Design seq_match_ctrl_flat, sky130hd; sources not shown.
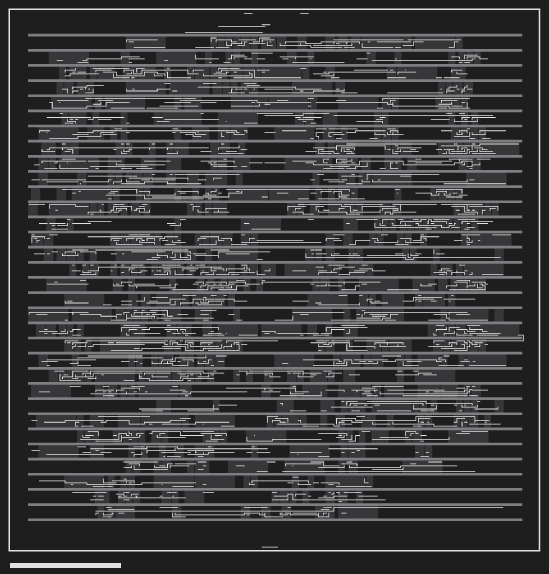
Figure 1: run 1, signal wires on met1.
The bar under the picture is 20 µm long. Supply wires on this layer in gray.
The longest straight run is 42.8 µm. The wires run mostly horizontal. The layer holds 44% of the routed length. The layer carries 4,160 µm of wire.
Vias: 3,634
met1 Usage GRT: 0.272
drt total wl: 9.45 mm

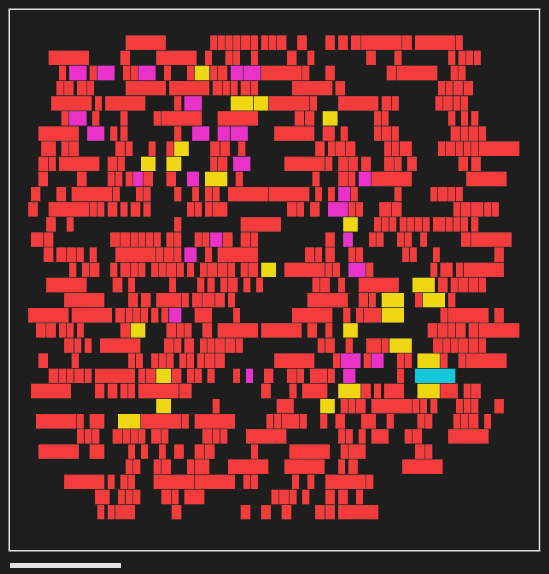
Figure 2: run 1, cells by drive strength.
The bar under the picture is 20 µm long.
Cyan shows _6 and larger, cells 1. Magenta shows _2 cells, cells 26. Red shows _0 and _1 cells, cells 549. Yellow shows _3 and _4 cells, cells 24.
synthesis-to-layout area growth: 4.97%
setup ws final: 1.49 ns
fin area: 4010 µm²
Non-clk bufs: 5

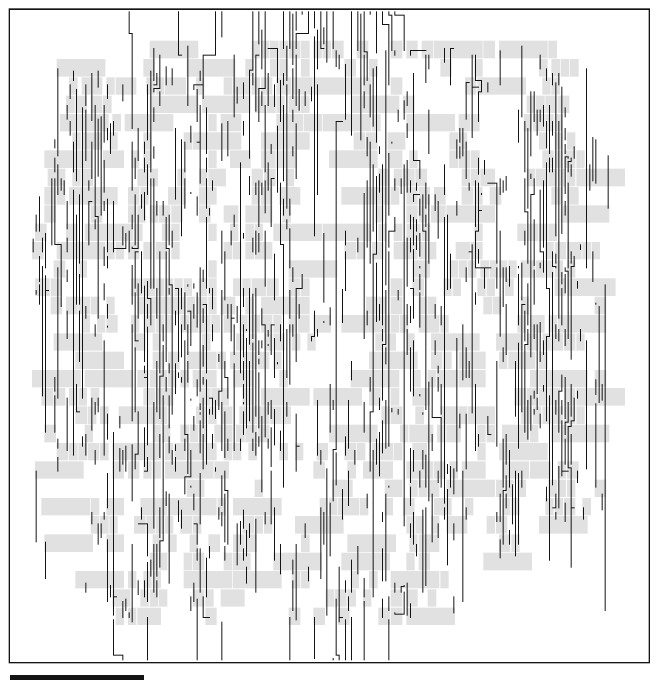
Figure 3: run 1, the metal 2 layer.
The bar under the picture is 20 µm long.
The layer holds 49% of the routed length. The layer carries 4,590 µm of wire. 483 nets have wire on it. The longest straight run is 53.7 µm. The wires run mostly vertical.
met2 Track Usage GR: 0.362

==> results.yml, run 1 <==
# physical design summary
placement:
  dpl.cell_count: 683
  portBuffers: 0
  dp_worst_setup_slack_ns: 1.49
  globalplace.congestion: 0.959
  place_hpwl_mm: 6.81
synth:
  postSynthCellCount: 597
  numSynthFlops: 66
  ys_warn_count: 0
  synth_area_um2: 3820
  synth_top_flop_cell: "dfxtp_1"
  ys_seq_frac: 0.346
  ys_cells: 597
  synth.distinct_cells: 33
  ys_sh_simple: 0.392
  ys_sh_adder: 0.00654
  logic_family: "simple AND/OR/NAND/NOR gates"
  mux_share: 0
  synth.net_count: 634
  async_reset_ff_frac: 0
critical_path:
  crit_cells: 16
  arrival_ns: 2.61
  critical_path_class: "reg2reg"
  worstSetupEndpointType: "flop"
  critPathMaxFanout: 18
  cp_top_family: "simple AND/OR/NAND/NOR gates"
  r2r_cells: 16
  critical_path.max_stage_delay_ns: 0.46
  worst-path-buf-inv: 0
clocking:
  cts.sinks: 66
  clk_pin_slew_worst_paths_ns: 0.10
  hold_buffers: 3
  clock.latency.late_pin_ns: 0.40
  clockBufferDepth: 2
  cts_resized: 0
floorplan:
  die_x_um: 95
  coreArea_um2: 7730
  die_area_um2: 9220
  ioPinCount: 49
  die_y_um: 97
cells_and_area:
  post-route-util: 0.519
  ff_latch_area_um2: 1320
  fill_cells: 793
  antenna_cells: 0
  comb_area_um2: 2160
  stdcell_count: 702
timing:
  tightest_slew_ns: 1.13
  hold_viol_final: 0
  rsz0062_at_grt: "false"
  period_used_share: 0.612
  hold_ws_ns: 0.0849
  relSlewSlack: 0.245
grt:
  grt_pass1_vias: 3379
  antenna_found_initial: 0
  grt_first_pass_wirelength_mm: 15.7
  grt_max_degree: 42
  grt_remaining_overflow: 0
  groute.usage.overall: 0.215
run_status:
  status: "finished, final reports clean"
route:
  firstDrtPassIters: 4
  ant_nets: 0
  via_per_inst: 5.18
  drt-initial-drc-count: 138
power_and_ir_drop:
  peakVddDrop_uv: 196
  p_switching_mw: 0.388
  p_sw_frac: 0.301
  pwr-share-seq: 0.566
min_path:
  hold_depth: 2
flow_run:
  drv_cap: 0
  log.warning_count: 26
==> run 1: cell usage after synthesis, types with 2 or more instances <==
cell        n  share of area
dfxtp_1    66           0.35
o211ai_1    4         0.0079
clkbuf_1   16          0.016
o21ai_0    32          0.042
inv_1      67          0.066
nor2_1     56          0.055
xnor2_1     4         0.0092
ha_1        2         0.0065
nand4_1     7          0.011
nand2_4     5          0.015
a21oi_2    10          0.023
nor2_4      5          0.015
a21oi_1    48          0.063
nand2_1   176           0.17
xor2_1      4         0.0092
nand3_1    70          0.092
nand2_2     5         0.0082
a211oi_1    2         0.0039
nor2_2      4         0.0065
==> run 1: worst reg2reg max path: stages (launching register included) <==
cell and delay (ns):
dfxtp_1 0.46, ha_1 0.25, nand2_4 0.10, nor2_8 0.17
nand3_1 0.09, nand2_1 0.06, nand2_1 0.09, nand2_1 0.07
nand2_1 0.04, nor2_1 0.09, nand3_1 0.13, nor2_2 0.11
nand2_2 0.09, nand2_4 0.22, nand3_1 0.12, nand2_1 0.08
nor2_1 0.05
==> run 1: area by class of cell <==
type,count,area share
multi-input cells,444,0.537
flip-flops and latches,66,0.329
inverters,69,0.0645
well taps,102,0.0318
clock buffers,11,0.0206
repair buffers,5,0.0112
clock inverters,5,0.00530
==> run 1: routing by layer <==
layer  share of wire  vias to the layer above  track usage
met4           0.028                        0       0.0888
met3           0.046                       17       0.0295
met5               0                        -            0
met1            0.44                     1628        0.272
li1                -                     1920            -
met2            0.49                       69        0.362
==> run 1: power by group through the flow <==
stage | Clock [mW] | Sequential [mW] | Combinational, mW
3_5_place_dp | 0 | 0.747 | 0.164
2_1_floorplan | 0 | 0.742 | 0.135
3_3_place_gp | 0 | 0.746 | 0.160
5_1_grt | 0.431 | 0.735 | 0.194
6_report | 0.390 | 0.731 | 0.170
4_1_cts | 0.399 | 0.731 | 0.172
==> run 2: changes to the inputs <==
Settings changed: PLACE_DENSITY 0.62 to 0.64.
Clock period 3.85 ns to 1.9 ns, I/O delays scaled along.
==> results.yml, run 2 <==
# physical design summary
grt:
  gr-usage-met2: 0.394
  grt_pass1_vias: 4139
  grt_max_degree: 42
  grt_first_pass_wirelength_mm: 19.1
  groute.usage.overall: 0.260
  antenna_found_initial: 0
  grt_remaining_overflow: 0
  grt_use_met3: 0.0498
  grt.busiest_layer: "met2"
route:
  wl_met1_mm: 5.45
  via_count: 4374
  dr_wl_met3_um: 765
  via_per_inst: 5.24
  wl_met2_mm: 5.67
  dr.max_layer_used: "met4"
  firstDrtPassIters: 5
  ant_nets: 0
floorplan:
  die_x_um: 95
  die_area_um2: 9220
  ioPinCount: 49
  coreArea_um2: 7730
  die_y_um: 97
placement:
  place_hpwl_mm: 7.69
  globalplace.congestion: 0.920
  dpl.cell_count: 771
  portBuffers: 0
flow_run:
  drv_cap: 0
  log.warning_count: 28
cells_and_area:
  syn2layout_area_growth_pct: 45.5
  stdcell_count: 835
  ff_latch_area_um2: 1350
  comb_area_um2: 2480
  fill_cells: 620
timing:
  relSlewSlack: 0.646
  period_used_share: 1.13
  rsz0062_at_grt: "true"
  hold_viol_final: 0
  setup_viol: 11
  tns_ns: -2.40
  setup_ws_ns: -0.240
synth:
  synth.net_count: 634
  numSynthFlops: 66
  synth.largest_area_cell: "dfxtp_1"
  ys_cells: 597
  async_reset_ff_frac: 0
  top_cell_area_share: 0.346
  synth.distinct_cells: 33
  postSynthCellCount: 597
  ys_seq_frac: 0.346
  synth_top_flop_cell: "dfxtp_1"
  synth_area_um2: 3820
  common_cells: "176 x nand2_1, 70 x nand3_1, 67 x inv_1, 66 x dfxtp_1, 56 x nor2_1"
  ys_warn_count: 0
  top_cell: "nand2_1"
  top_cells_by_area: "dfxtp_1 35%, nand2_1 17%, nand3_1 9.2%"
clocking:
  cts_tree: "built"
  clk_pin_slew_worst_paths_ns: 0.11
  clockBufferDepth: 2
  clock.latency.late_pin_ns: 0.41
  cts.sinks: 66
run_status:
  violations: "negative setup slack"
  status: "finished, violations left"
critical_path:
  critical_path_class: "reg2reg"
  critPathMaxFanout: 5
  arrival_ns: 2.40
  worstSetupEndpointType: "flop"
  r2r_cells: 16
power_and_ir_drop:
  peakVddDrop_uv: 365
min_path:
  hold_depth: 3
==> run 2: power breakdown <==
part | switching, mW | internal (mW) | total [mW]
clock | 0.557 | 0.663 | 1.22
sequential | 0.0402 | 1.44 | 1.48
combinational | 0.315 | 0.227 | 0.543
==> run 2: area by class of cell <==
type	count	share of cell area
Clock inverter	7	0.0211
Tap cell	102	0.0229
Clock buffer	9	0.0121
Inverter	69	0.0472
Multi-Input combinational cell	446	0.446
Timing Repair Buffer	136	0.208
Sequential cell	66	0.242
==> run 2: kinds of logic after synthesis <==
group | count (synthesis) | synth area share
simple gates | 335 | 0.392
buf+inv | 87 | 0.0923
flops | 66 | 0.346
fa+ha+maj | 2 | 0.00654
compound gates | 99 | 0.145
xor+xnor | 8 | 0.0183
==> run 2: worst max-delay path, stage by stage, from the launching register on <==
cell     delay (ns)
dfxtp_2        0.34
inv_1          0.06
a21oi_2        0.15
nand2_2        0.12
nor2_4         0.25
nand3_2        0.16
nand2_1        0.11
nand2_1        0.06
nand2_1        0.10
nand2_4        0.07
nor2_4         0.12
nand2_4        0.10
buf_6          0.14
nand3_2        0.06
nand3_2        0.05
nand2_1        0.06
inv_1          0.04
==> run 2: stage by stage <==
stage	instance area [µm²]	setup WS, ns	hold slack (ns)	util
after detailed placement	4560	-0.252	0.208	0.591
after global routing	5560	-0.363	0.126	0.720
after CTS	5210	-0.209	0.0746	0.674
after global placement	4560	-0.192	0.206	0.591
final	5560	-0.240	0.0912	0.720
after floorplan	3850	0.0218	0.270	-
==> run 2: timing repair <==
item	in CTS	in global routing
pin swaps	18	34
cloned	2	0
gates resized	21	78
endpoints found under the hold margin	57	0
hold buffers	34	0
setup endpoints to repair	11	18
buffers inserted	5	7
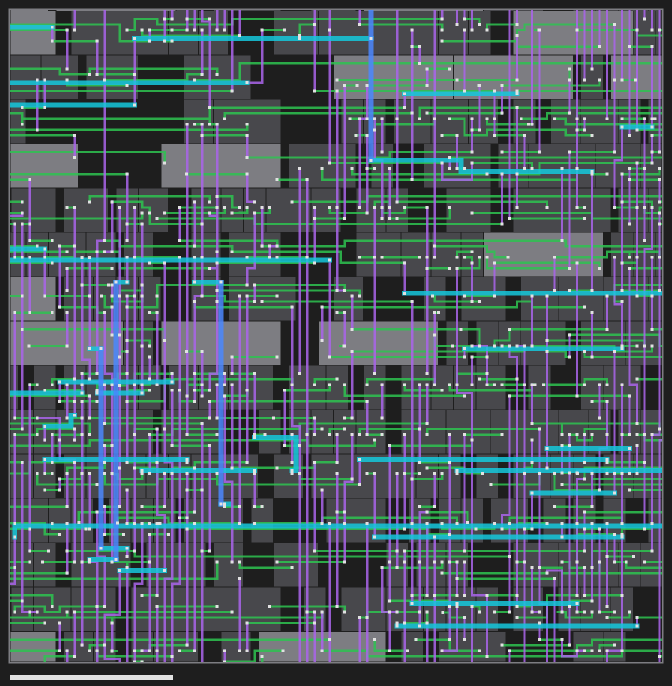
Figure 4: run 2, close-up of the layout.
The bar under the picture is 10 µm long. Region (28, 9) to (68, 49) µm. Cells in gray, sequential cells in the stronger gray; small squares are vias.
Green shows metal 1. Cyan shows metal 3. Blue shows metal 4. Purple shows metal 2.
Sequential cells in the window: 10. 191 logic cells have their middle in the window. Most frequent: nand2_1 (56), nand3_1 (20), buf_4 (17).

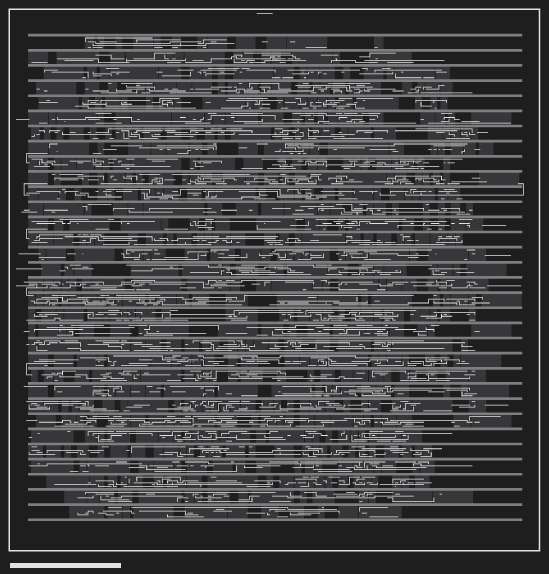
Figure 5: run 2, signal wires on met1.
The bar under the picture is 20 µm long. Supply wires on this layer in gray.
The layer carries 5,450 µm of wire. 723 nets have wire on it. The wires run mostly horizontal.
met1 Usage GRT: 0.362
drt total wl: 12.1 mm

Power figures rest on the tool's default switching activity, not on a simulated workload.
